**Run 1: port wiring**

The bar under the picture is 20 um long.
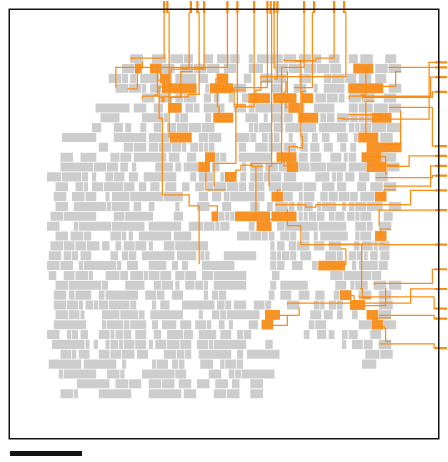
**Run 1: metal layers overlaid**

Only two layers are drawn.
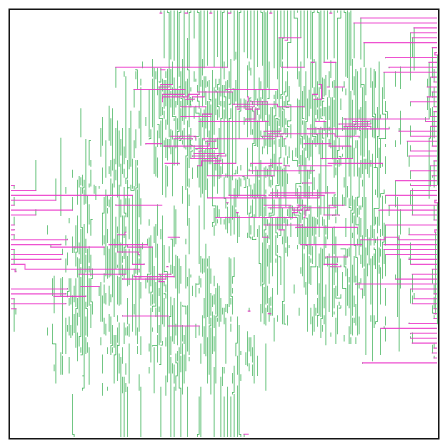
**Run 1: where the registers sit**

The bar under the picture is 20 um long. Other sequential cells in the stronger grey, the rest of the logic in the fainter grey.
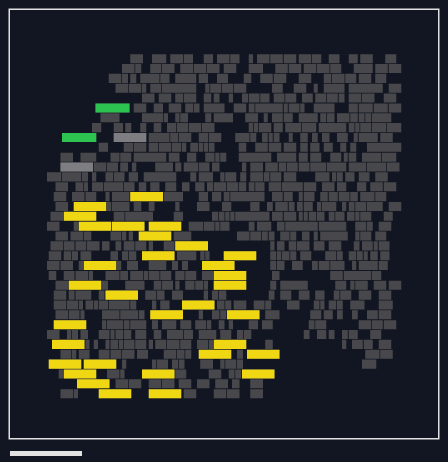
**Run 1: routing congestion**

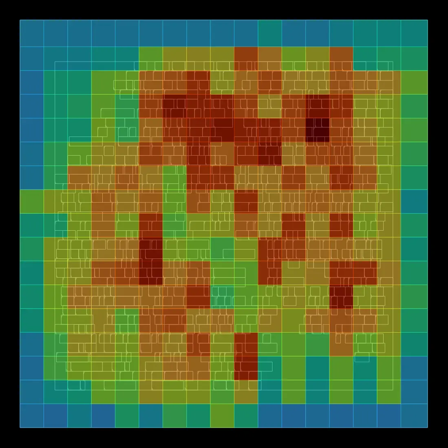
## config.mk

```make
export PLATFORM = sky130hd
export DESIGN_NAME = pc_sequencer
export DESIGN_NICKNAME = d
export VERILOG_FILES = /design/src/rtl/pc_sequencer.sv
export SDC_FILE = /design/constraint.sdc
export NUM_CORES = 1
export LEC_CHECK = 0
export CORE_MARGIN = 10
export CORE_UTILIZATION = 38
export DETAILED_ROUTE_END_ITERATION = 8
export GPL_TIMING_DRIVEN = 0
export PLACE_DENSITY = 0.79
export SLEW_MARGIN = 20
export SYNTH_ARGS = -nofsm -noshare
export SYNTH_HDL_FRONTEND = slang
export SYNTH_SLANG_ARGS = --single-unit
export TNS_END_PERCENT = 20
```

## constraint.sdc

```tcl
create_clock -name Clock -period 2.3 [get_ports Clock]
set_clock_uncertainty 0.2 [all_clocks]
set_input_delay 0.23 -clock Clock [delete_from_list [all_inputs] [get_ports Clock]]
set_output_delay 0.23 -clock Clock [all_outputs]
set_load 0.03 [all_outputs]
```

## src/rtl/pc_sequencer.sv

```systemverilog
// rtl/pc_sequencer.sv - fetch next-PC select, stall gating and start/halt/step FSM.
// Optional single-step debug mode enabled by defining PC_SEQ_STEP_EN.
module pc_sequencer #(
    parameter logic [31:0] RESET_PC = 32'h0000_0000
) (
    input  logic        Clock,
    input  logic        Reset,
    input  logic        Start,
    input  logic        Stall,
    input  logic        BranchTaken,
    input  logic [31:0] BranchTarget,
    input  logic        Jump,
    input  logic [31:0] JumpTarget,
    input  logic        HaltInstr,
    input  logic        DbgStep,
    input  logic        DbgStepMode,
    input  logic [31:0] PCResult,
    output logic [31:0] PC_In,
    output logic        PC_Enable,
    output logic        Halted,
    output logic        AlignErr,
    output logic [31:0] InstrCount,
    output logic [1:0]  State
);

    typedef enum logic [1:0] {
        IDLE   = 2'd0,
        RUN    = 2'd1,
        STEP   = 2'd2,
        HALTED = 2'd3
    } state_t;

    state_t      state_q;
    logic        halted_q;
    logic        align_err_q;
    logic        step_pend_q;
    logic [31:0] count_q;
    logic [31:0] count_d;

    logic        step_req;
    logic        step_mode;
    logic        unblocked;
    logic        redirect;
    logic        misaligned;
    logic [31:0] raw_target;
    logic [31:0] next_addr;
    logic [31:0] pc_in;
    logic        pc_en;

`ifdef PC_SEQ_STEP_EN
    assign step_req  = DbgStep;
    assign step_mode = DbgStepMode;
`else
    logic unused_dbg;
    assign step_req   = 1'b0;
    assign step_mode  = 1'b0;
    assign unused_dbg = &{1'b0, DbgStep, DbgStepMode};
`endif

    always_comb begin
        unblocked  = !Stall || BranchTaken;
        redirect   = BranchTaken || Jump;
        raw_target = BranchTaken ? BranchTarget : JumpTarget;
        misaligned = redirect && (raw_target[1:0] != 2'b00);
        next_addr  = redirect ? {raw_target[31:2], 2'b00} : PCResult + 32'd4;
        count_d    = count_q + 32'd1;
        pc_in      = PCResult;
        pc_en      = 1'b0;
        unique case (state_q)
            IDLE: begin
                pc_in = RESET_PC;
                pc_en = 1'b1;
            end
            RUN: begin
                pc_in = next_addr;
                pc_en = unblocked;
            end
            STEP: begin
                // A step that arrived during a stall stays pending until it can land.
                pc_in = next_addr;
                pc_en = (step_req || step_pend_q) && unblocked;
            end
            HALTED: begin
                pc_in = PCResult;
                pc_en = 1'b0;
            end
        endcase
    end

    always_ff @(posedge Clock or posedge Reset) begin
        if (Reset) begin
            state_q     <= IDLE;
            halted_q    <= 1'b0;
            align_err_q <= 1'b0;
            step_pend_q <= 1'b0;
            count_q     <= 32'd0;
        end else begin
            unique case (state_q)
                IDLE: begin
                    count_q     <= 32'd0;
                    step_pend_q <= 1'b0;
                    if (Start) state_q <= step_mode ? STEP : RUN;
                end
                RUN, STEP: begin
                    if (pc_en) count_q <= count_d;
                    if (pc_en && misaligned) align_err_q <= 1'b1;
                    if (state_q == STEP) begin
                        if (pc_en)         step_pend_q <= 1'b0;
                        else if (step_req) step_pend_q <= 1'b1;
                    end
                    if (pc_en && HaltInstr) begin
                        state_q     <= HALTED;
                        halted_q    <= 1'b1;
                        step_pend_q <= 1'b0;
                    end else if (state_q == RUN && step_mode) begin
                        state_q <= STEP;
                    end else if (state_q == STEP && !step_mode) begin
                        state_q     <= RUN;
                        step_pend_q <= 1'b0;
                    end
                end
                HALTED: begin
                    if (Start) begin
                        state_q  <= IDLE;
                        halted_q <= 1'b0;
                        count_q  <= 32'd0;
                    end
                end
            endcase
        end
    end

    assign PC_In      = pc_in;
    assign PC_Enable  = pc_en;
    assign Halted     = halted_q;
    assign AlignErr   = align_err_q;
    assign InstrCount = count_q;
    assign State      = state_q;

endmodule
```

==> summary.txt, run 1 <==
Numbers from the implementation run.

The number of violations reported at the end of detailed-routing iteration 0 is 444. The report lists the number of standard-cell rows as 35. The area growth from synthesis to layout is 68.5%. In the synthesized netlist the dominant register cell turns out to be sky130_fd_sc_hd__dfrtp_1. IR analysis of the VDD net gives a maximum drop of 0.000762 V. Per the cell usage report, the commonest logic cells after layout are sky130_fd_sc_hd__clkdlybuf4s50_1, sky130_fd_sc_hd__nor2_1, sky130_fd_sc_hd__buf_4. Per the CTS log, the maximum H-tree level is 2.

The via count of the first global-routing pass is 4776. On the worst path, the slowest cell contributes a delay of 420 ps. The Yosys warning count is 0.

The final worst slack is -327 ps. For this run, the register share of the synthesized area comes to 0.246. The arrival time at the worst endpoint is 2200 ps. Note, the detailed placer reported a final HPWL of 13.3 mm. According to the floorplan report, the die width is 118 um.

Counting every instance in the synthesized netlist gives 454. Counting instances in the post-synthesis netlist gives the leading cell types as sky130_fd_sc_hd__nor2_1, sky130_fd_sc_hd__dfrtp_1, sky130_fd_sc_hd__o21ai_0. The worst max-slew margin expressed relative to the limit is 0.480. Overall power consumption after layout is estimated at 5.98 mW. From the final report, the count of setup violators was given as 55.

The post-detailed-route DRC marker count is 0. The max-slew violation count is 0. The most critical hold endpoint after final layout shows a slack of 193 ps. The global-route wire length before repair is approximately 28 mm. The achievable clock frequency is ~380 MHz.

Of the available clock period, the critical path in the final layout requires 1.14. On the critical path, the stage with the largest delay is an instance of sky130_fd_sc_hd__dfrtp_2. The via density per instance is 6.16.

The CTS clock-pin slew for the worst setup and hold paths is 80 ps. The final layout contains 762 nets. The final reports fail on setup timing. The power report attributes to the clock group a share of 0.081. The post-layout minimum cycle time is 2630 ps. The synthesized netlist occupies a cell area of 3660 um^2. The internal portion of total power is 2.90 mW.

The OpenROAD warning count is 36. The run finished, with violations left. The CTS report gives the tree buffer count as 5.

The leakage power in the latest report is 2.43 nW. The synthesized flop and latch total is 36. The core region is 9330 um^2.

CTS saw 36 sinks. The synthesized design spends more area on one cell type than any other, namely sky130_fd_sc_hd__dfrtp_1. The highest metal layer with signal wires is met4.
Back to the opening pictures, 'port wiring':
[JumpTarget] orange | direction: input | end cells: 46 | buffers: 32 | wire: 1450 um
quantity of I/O buffers inserted on ports: 169
number of placed I/O pins: 174

Back to the opening pictures, 'metal layers overlaid':
[met3] magenta | wire length: 1590 um
[met2] green | wire length: 8480 um
WL final: 17.9 mm
via count: 4831

Back to the opening pictures, 'where the registers sit':
[InstrCount] yellow | flops: 32
[State] green | flops: 2
not coloured: 2
Util after Layout: 0.661
register area: 903 um^2
flop share of the area: 0.146
Sequential Power: 0.727 mW

Back to the opening pictures, 'routing congestion':
met3 routing resource usage after global routing: 0.0624
GR peak layer: met2
routed len/inst: 22.8 um

[run 1: final cells by class]
class	instances	area [um^2]	area share
flip-flops and latches	36	903	0.146
clock buffers	7	86.3	0.0140
repair buffers	188	1790	0.290
diodes	5	12.5	0.00203
clock inverters	1	7.51	0.00122
plain buffers	27	214	0.0347
inverters	14	57.6	0.00933
well taps	129	161	0.0262
multi-input cells	377	2940	0.476
[run 1: power groups by stage]
stage | registers, mW | clock network (mW) | logic (mW)
finish | 0.727 | 0.482 | 4.77
global placement | 0.739 | 0 | 4.06
global route | 0.731 | 0.513 | 5.03
detailed placement | 0.742 | 0 | 4.10
floorplan | 0.807 | 0 | 2.51
CTS | 0.728 | 0.485 | 4.53
[run 1: cells by family after synthesis]
logic type               count (synthesis)  synth area share
buffers and inverters                   41            0.0533
multiplexers                             3           0.00820
adder cells (fa/ha/maj)                  8            0.0273
AND-OR/OR-AND                          171             0.337
XOR/XNOR                                27            0.0646
AND/OR/NAND/NOR                        168             0.263
flip-flops                              36             0.246
[run 1: per-stage QoR]
step           std cells   util
6_report             784  0.661
4_1_cts              774  0.646
3_3_place_gp         752  0.606
5_1_grt              782  0.661
3_5_place_dp         752  0.606
2_1_floorplan        454      -
[run 1: sequential cells by signal (all words and copies together), names as in the netlist]
| signal | flops |
|---|---|
| AlignErr | 1 |
| State | 2 |
| Halted | 1 |
| InstrCount | 32 |
[run 1: worst register-to-register path, stage by stage (launching register included)]
cell	delay, ps
sky130_fd_sc_hd__dfrtp_2	410
sky130_fd_sc_hd__inv_4	60
sky130_fd_sc_hd__buf_4	130
sky130_fd_sc_hd__buf_4	130
sky130_fd_sc_hd__ha_2	180
sky130_fd_sc_hd__or3_4	360
sky130_fd_sc_hd__o31ai_4	100
sky130_fd_sc_hd__buf_6	200
sky130_fd_sc_hd__o211ai_1	110
sky130_fd_sc_hd__or3_1	340
sky130_fd_sc_hd__a21oi_1	150
[run 1: repair_timing]
item | in CTS | in global routing
endpoints found under the setup margin | 64 | 64
setup buffers | 12 | 5
resized | 297 | 31
cloned | 2 | 0
hold buffers | 0 | 0
pin swaps | 11 | 10
[run 1: final timing paths]
check	start	depth (start not counted)	slack [ps]	endpoint
max	State[1]	9	-330	PC_In[23]
min	Reset	2	190	InstrCount[4]
max reg2reg	State[0]	10	-150	InstrCount[27]
max in group asynchronous	Reset	2	1170	State[1]
min reg2reg	AlignErr	1	280	AlignErr
min in group Clock	AlignErr	1	280	AlignErr
[run 1: per-layer routing]
layer / up-vias / GRT usage
li1: 2159 / -
met1: 2338 / 0.294
met2: 293 / 0.384
met3: 41 / 0.0624
met4: 0 / 0.100
met5: - / 0
**Run 1: M1 wires**

The bar under the picture is 20 um long. Supply wires on this layer in grey.
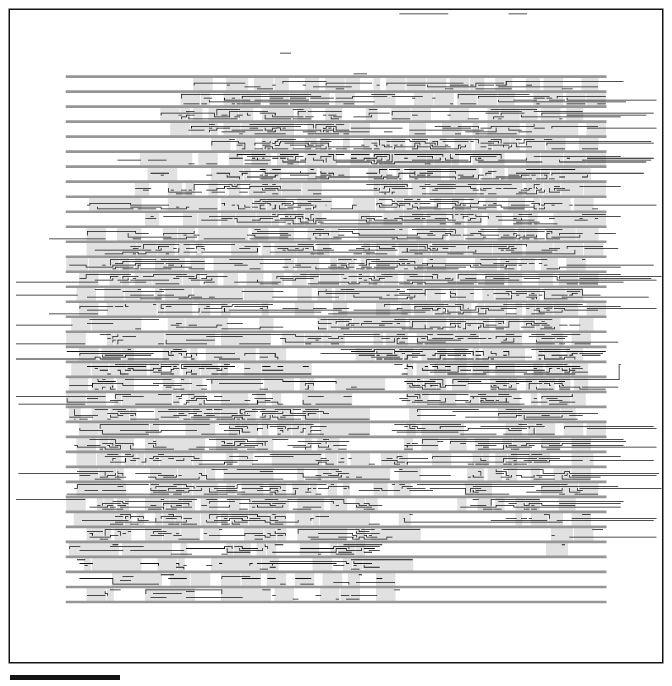

--- run 2 (diff from run 1) ---
Settings changed: CORE_UTILIZATION 38 to 40, DONT_BUFFER_PORTS from default to 1, PLACE_DENSITY 0.79 to 0.57.
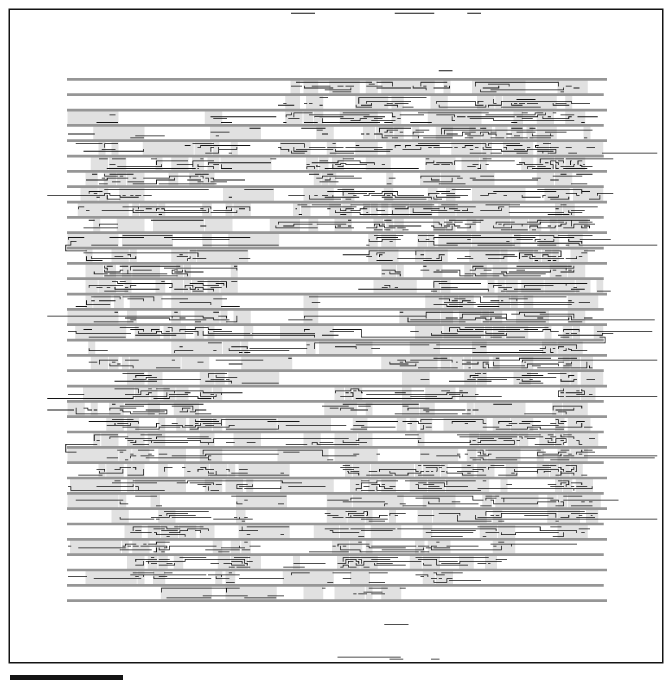
**Above:** run 2 (M1 wires).
The bar under the picture is 20 um long. Supply wires on this layer in grey.
wire length on this layer: 5450 um
main direction: horizontal
via count: 3901
WL final: 15.0 mm

==> run 2 against run 1 <==
  * The flow still finishes with violations (setup timing)
  * Sequential power increased by 13%
  * Sequential share of layout area increased by 4.6 points
  * Design area fell by 24%
  * Critical path depth fell by 2
  * Maximum frequency decreased by 5.4%
  * Area after synthesis did not move
  * Total power fell by 6.4%
  * Worst hold slack worse by 140 ps
  * Via count decreased by 19%
  * Sequential cell count unchanged
  * Cell count down 25%
  * Non-clock buffer count shrank 168
  * Largest cell class unchanged
==> summary.txt, run 2 <==
Numbers from the implementation run.

Counting buffers and inverters, the worst setup path is 7 cells deep. Looking at area per cell type in the netlist, the leader is sky130_fd_sc_hd__dfrtp_1. The final instance area is 4700 um^2. Per the OpenROAD power report, leakage power amounts to 1.77 nW. The OpenROAD warning count is 36.

Of the available clock period, the critical path in the final layout requires 1.21. The post-layout minimum cycle time is approximately 2800 ps. The repair_antennas step left the layout with diodes totalling 0. The termination of the worst setup path is PC_In[25].

In the Yosys report the total cell count is 454. The worst max-slew margin expressed relative to the limit is 0.389. The global-route wire length before repair is 21.8 mm. The flow ran to the end, but the final reports show violations. Per the placement report, the placed cell count is about 560. Per the placement log, port buffering inserted 0 buffers.

The report puts the cell count of the worst reg-to-reg path at 10. At the pin with the least slew margin, the transition time is 913 ps. Looking at the clock tree report, the maximum root-to-sink buffer count equals 2. Before any placement, the netlist area is recorded as 3660 um^2. Nets still carrying antenna violations after routing amount to 0. The die is 116 um wide. The top cell type's share of synthesized area is 0.246.

Across all setup checks in the final design, the least slack found is -476 ps. The share of the yosys chip area belonging to registers is 0.246. The global routing's busiest layer is met2. Broken down by cell family, the worst path's largest delay share belongs to AND-OR/OR-AND gates. Dividing the detail-routed wire length by the instance count gives ~25 um. The count of clock tree sinks is 36.

Counting flops and latches in the post-synthesis netlist gives 36. Routing resource usage on met1 recorded by global route was 0.216. The launch point of the critical path was reported as State[1]. The max-slew violation count is 0.

Pin placement for this block handled 174 I/O pins. Per the detailed placement report, the placed cell area equals 3930 um^2. The hold violation count in the final report is 0.

The row count is 34. The H-tree depth reported by CTS is 2. Yosys attributes the largest share of cell area to sky130_fd_sc_hd__dfrtp_1, sky130_fd_sc_hd__xor2_1, sky130_fd_sc_hd__o221ai_1. The commonest cells after synthesis are sky130_fd_sc_hd__nor2_1, sky130_fd_sc_hd__dfrtp_1, sky130_fd_sc_hd__o21ai_0.

Leaving out fill and tap cells, the most frequent cells in the layout are sky130_fd_sc_hd__nor2_1, sky130_fd_sc_hd__dfrtp_1, sky130_fd_sc_hd__nand2_1. The endpoint identified for the worst register-to-register timing path is InstrCount[12]. The startpoint of the most critical register-to-register path is State[1]. The area growth from synthesis to layout is 28.4%. The commonest register cell after synthesis is sky130_fd_sc_hd__dfrtp_1. The sort of element at the end of the critical path is a primary output.

The Yosys warning count is 0. The stat command in Yosys gives a chip area of 3660 um^2. The count of placed standard cells in the final layout, fillers left out is between 500 and 600. The final report gives the core utilization as 0.534. The checks that failed: setup timing.

The CTS report gives the tree buffer count as 5. met3 track demand over resource after global routing is 0.0935. The register with the most flip-flops in the layout has 32 of them. The fraction of final layout cells with drive strength greater than 1 is 0.288. The total power consumption of the routed design is 5.59 mW.

The longest incremental delay of any stage on the critical path is reported as 680 ps. At the worst endpoint, the arrival time is 2350 ps. The via count of the first global-routing pass is between 3000 and 4000. The worst-case reg-to-reg setup slack stands at -270 ps. The post-detailed-route DRC marker count is 0. The post-synthesis instance total is about 450.

The via density per instance is 6.61. The worst supply voltage drop on vdd is 0.000505 V. The achievable clock frequency is 360 MHz. The overall track demand over capacity in global routing is 0.203.

The CTS clock-pin slew for the worst setup and hold paths is about 70 ps. The cell with the largest stage delay on the worst path is sky130_fd_sc_hd__o211ai_1. Routing resource usage on met2 recorded by global route was 0.356. Counting distinct cell types in the post-synthesis netlist gives 63.

The floorplan core area is 8810 um^2. For the worst setup path, the data required time is 1870 ps. The HPWL after detailed placement is 11.4 mm. Yosys mapped a number of flops with a built-in enable equal to 0. In this run, the number of DRC markers left after iteration 0 of detailed routing was 228. The count of nets after finishing is 594. The initial antenna violation count is 0. The total of endpoints with negative setup slack in the final report is 67.
==> run 2: what timing repair did <==
action	CTS	global route
endpoints found under the setup margin	68	68
hold buffers	3	0
pin swaps	13	18
cloned	0	1
setup buffers	6	10
gates resized	47	61
hold endpoints to repair	39	0
==> run 2: kinds of logic (layout without fill, tap and decap cells) <==
| kind of cell | count (synthesis) | in the layout | synth area share |
|---|---|---|---|
| buffers and inverters | 41 | 69 | 0.0533 |
| muxes | 3 | 3 | 0.00820 |
| DFF | 36 | 36 | 0.246 |
| AOI/OAI and AO/OA | 171 | 171 | 0.337 |
| xor gates and xnor gates | 27 | 27 | 0.0646 |
| adders and majority gates | 8 | 8 | 0.0273 |
| and+or+nand+nor | 168 | 168 | 0.263 |
==> run 2: metrics by stage <==
stage / setup slack [ps] / hold WS (ps)
after floorplan: -58.1 / 178
after global placement: -527 / 217
after detailed placement: -569 / 90.5
after CTS: -535 / 32.9
after global routing: -557 / 41.3
final: -476 / 49.3
==> run 2: worst reg2reg max path: cells and delay by family (launching register included) <==
kind	cells	cell delay, ps
and+or+nand+nor	3	630
buffers and inverters	4	620
DFF	1	520
adders and majority gates	1	200
xor gates and xnor gates	1	170
AOI/OAI and AO/OA	1	110
==> run 2: report_power, final <==
part	leakage [nW]	switching (mW)	internal, mW
registers	0.483	0.143	0.675
logic	1.24	2.67	1.65
clock network	0.0510	0.224	0.239
==> run 2: final cells by class <==
cell class | count | area, um^2
sequential | 36 | 903
fill | 827 | 4100
multi-input combinational | 377 | 3130
clock buffer | 6 | 82.6
timing repair buffer | 20 | 178
tap | 108 | 135
clock inverter | 2 | 10.0
inverter | 14 | 55.1
buffer | 27 | 206
==> run 2: worst min path at each step <==
stage	from	to	slack [ps]	cells after the start
5_1_grt	Start	State[1]	40	2
6_report	Start	State[1]	50	2
4_1_cts	Start	State[1]	30	2
3_5_place_dp	Reset	Halted	90	1
2_1_floorplan	HaltInstr	State[1]	180	2
3_3_place_gp	HaltInstr	State[1]	220	2
==> run 2: layer usage <==
layer	vias up	part of all wire
met5	-	0
met4	0	0.015
met3	18	0.13
met2	183	0.49
met1	1880	0.36
li1	1820	-
**Run 2: where the registers sit**

The bar under the picture is 20 um long. Other sequential cells in the stronger grey, the rest of the logic in the fainter grey.
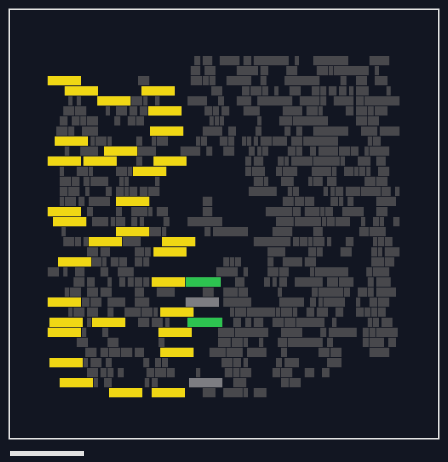

--- run 3 (diff from run 2) ---
Settings changed: CORE_UTILIZATION 40 to 50, PLACE_DENSITY 0.57 to 0.69.
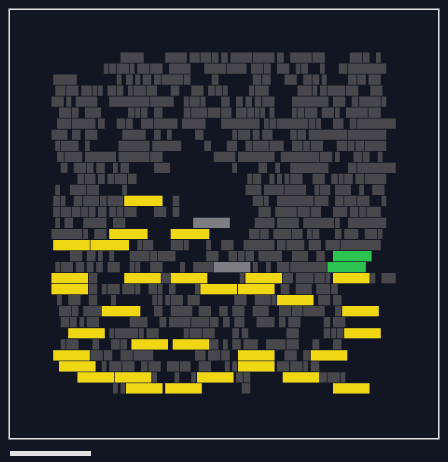
**Above:** run 3 (where the registers sit).
The bar under the picture is 20 um long. Other sequential cells in the stronger grey, the rest of the logic in the fainter grey.
[InstrCount] yellow | flops: 32
[State] green | flops: 2
not coloured: 2
register area: 910 um^2
flop share of the area: 0.197

==> run 3 against run 2 <==
  * The flow still finishes with violations (setup timing)
  * Area after synthesis unchanged
  * Register-to-register slack better by 20 ps
  * Sequential share of layout area up 0.51 points
  * Sequential power up 2%
  * First-iteration DRC count up 37%
  * Maximum frequency up 0.13%
  * Core utilization up 11 points
  * Clock power down 5.0%
  * Worst setup slack better by 3.6 ps
  * Total power down 2.6%
  * Die area down 17%
  * Critical path type unchanged
  * Critical endpoint unchanged
  * Largest power group unchanged
==> summary.txt, run 3 <==
Numbers from the implementation run.

The number of different library cells used by synthesis comes to roughly 63. The length of routed wiring on met1 is 5.58 mm. Looking at the cell usage after synthesis, the top flip-flop cell is sky130_fd_sc_hd__dfrtp_1.

The initial antenna violation count is 0. The detailed router reports a met2 wire length of 6.53 mm. Based on the critical path, the design can be clocked at up to 361 MHz. The arrival time at the worst endpoint is 2340 ps.

The required time at the worst-slack endpoint is 1870 ps. Fill cells in the final layout number 617. The number of buffers on the longest clock path is 2.

The global-route wire length before repair is 21.4 mm. The floorplan core area is 7180 um^2. The synthesized flop and latch total is 36. The fraction of final layout cells with drive strength greater than 1 is 0.273.

Counting every sink on the clock net gives 36. The H-tree depth reported by CTS is 2. The post-synthesis cell area is 3660 um^2. According to the dpl log, the detail-placed design has an HPWL of 10.5 mm.

Signal nets in the final route climb as high as met4. The OpenROAD warning count is 36. The I/O pin count is 174.

At the pin with the least slew margin, the transition time is between 700 and 800 ps. The flip-flop count of the largest register, all copies and words added is 32. The static leakage power is 1.74 nW. Sorting the synthesized cells by how often they occur yields sky130_fd_sc_hd__nor2_1, sky130_fd_sc_hd__dfrtp_1, sky130_fd_sc_hd__o21ai_0. The routed length on met3 is approximately 1.7 mm. The area fraction of the largest cell type after synthesis is 0.246. The synthesized netlist was found by Yosys to have about 450 cells. The number of nets with antenna violations after routing is 0. The count of nets after finishing is 588. The main area contributors are sky130_fd_sc_hd__dfrtp_1, sky130_fd_sc_hd__xor2_1, sky130_fd_sc_hd__o221ai_1. The post-layout minimum cycle time is between 2000 and 3000 ps. The worst hold path begins at HaltInstr. The leading area contributor after synthesis is sky130_fd_sc_hd__dfrtp_1. The path with the worst hold slack has its endpoint at Halted. The number of buffers inserted during clock tree synthesis is 5. The row count is 31. In the routed design, unresolved DRC markers number 0.

The post-synthesis instance total is 454. Per the slew report, the remaining headroom to the max-slew limit stands at 0.480. Across every metal layer, demand over resource in global routing totals 0.234. The final worst slack is -472 ps.

The capture instance of the worst register-to-register path is InstrCount[27]. The worst VDD IR drop from the latest analysis is 0.000481 V. Across all hold checks on the routed design, the worst slack comes to ~52 ps. The worst setup path is captured at a primary output. The Yosys warning count is 0. The run finished, with violations left. The number of cells traversed by the worst hold path is 2. Looking at the reg2reg group, the worst path starts from State[0].

The routed design shows a via density per instance of between 6 and 7. The via count of the first global-routing pass is approximately 3800. The area growth from synthesis to layout is 26.0%. The final reports fail on setup timing. Per the OpenROAD floorplan log, the area of the die is around 11000 um^2. The number of antenna diodes in the final layout is 0.

The register-to-register setup slack is -250 ps. The count of input and output buffers is 0. According to the Yosys statistics, the synthesized design has a chip area of 3660 um^2. After detailed routing, the total wire length is 14.2 mm. Counting endpoints that fail hold in the final report gives 0. By instance count after routing, the leading logic cell types are sky130_fd_sc_hd__nor2_1, sky130_fd_sc_hd__dfrtp_1, sky130_fd_sc_hd__nand2_1. Setup violations remaining at the end of the flow were counted as 61.

Of the available clock period, the critical path in the final layout requires 1.21. The share of the yosys chip area belonging to registers is 0.246. The first-pass iteration count of the detailed router is 5.

The horizontal extent of the die is approximately 110 um. According to the hold report, the worst path is of the primary input to flop type. The number of violations reported at the end of detailed-routing iteration 0 is 313.

The CTS clock-pin slew for the worst setup and hold paths is 80 ps. The average routed wire per standard cell is 24.6 um. The depth of the worst register-to-register path is 9. The routed layout has 3999 vias. In this run, synthesis inferred 0 flip-flops with an integrated enable. The TritonCTS clock tree is done. The max-slew violation count is 0. Logged for this run, the post-placement worst setup slack is -498 ps.
==> run 3: power breakdown <==
group	switching, mW	internal (mW)
combinational	2.60	1.58
clock	0.226	0.213
sequential	0.156	0.678
total	2.98	2.47
==> run 3: cell families (layout without fill, tap and decap cells) <==
| logic type | after synthesis | in the layout | synth area share |
|---|---|---|---|
| DFF | 36 | 36 | 0.246 |
| buffers and inverters | 41 | 63 | 0.0533 |
| adders and majority gates | 8 | 8 | 0.0273 |
| xor gates and xnor gates | 27 | 27 | 0.0646 |
| and+or+nand+nor | 168 | 168 | 0.263 |
| AOI/OAI and AO/OA | 171 | 171 | 0.337 |
| muxes | 3 | 3 | 0.00820 |
==> run 3: worst max path at each step <==
stage,slack (ps),start,to,cells after the start
2_1_floorplan,-60,State[1],PC_In[25],7
3_3_place_gp,-460,State[0],PC_In[5],7
3_5_place_dp,-500,State[1],PC_In[25],5
4_1_cts,-490,State[1],PC_In[31],7
5_1_grt,-540,State[1],PC_In[31],7
6_report,-470,State[0],PC_In[25],7
==> run 3: layer usage <==
metal  GRT usage  up-vias
met4      0.0735        0
met3      0.0853       30
met5           0        -
met1       0.294     1934
met2       0.366      227
li1            -     1808
==> run 3: through the flow <==
step | instances | cell area (um^2) | total power [mW] | util | setup TNS (ps)
detailed placement | 553 | 3920 | 3.87 | 0.546 | -19920
finish | 575 | 4610 | 5.45 | 0.643 | -14730
global placement | 553 | 3920 | 3.81 | 0.546 | -17920
floorplan | 454 | 3790 | 3.31 | - | -261
global route | 575 | 4610 | 5.71 | 0.643 | -20430
CTS | 571 | 4380 | 5.02 | 0.611 | -18300
==> run 3: final cells by class <==
cell class | instances | area (um^2) | share of cell area
multi-input combinational | 377 | 3080 | 0.668
timing repair buffer | 14 | 131 | 0.0285
buffer | 27 | 229 | 0.0496
clock buffer | 7 | 76.3 | 0.0165
clock inverter | 1 | 5.00 | 0.00108
sequential | 36 | 910 | 0.197
tap | 99 | 124 | 0.0269
inverter | 14 | 57.6 | 0.0125
==> run 3: repair_timing <==
item | in CTS | in global routing
pin swaps | 15 | 19
endpoints found under the setup margin | 68 | 68
gates cloned | 2 | 0
gates resized | 57 | 53
hold buffers | 3 | 0
buffers inserted | 5 | 4
endpoints found under the hold margin | 39 | 0
==> run 3: critical path, stage by stage (launching register included) <==
cell	delay, ps
sky130_fd_sc_hd__dfrtp_2	550
sky130_fd_sc_hd__inv_4	80
sky130_fd_sc_hd__ha_4	270
sky130_fd_sc_hd__nor2b_4	170
sky130_fd_sc_hd__buf_8	140
sky130_fd_sc_hd__clkbuf_16	150
sky130_fd_sc_hd__nand2_4	60
sky130_fd_sc_hd__o211ai_1	620
Power figures rest on the tool's default switching activity, not on a simulated workload.
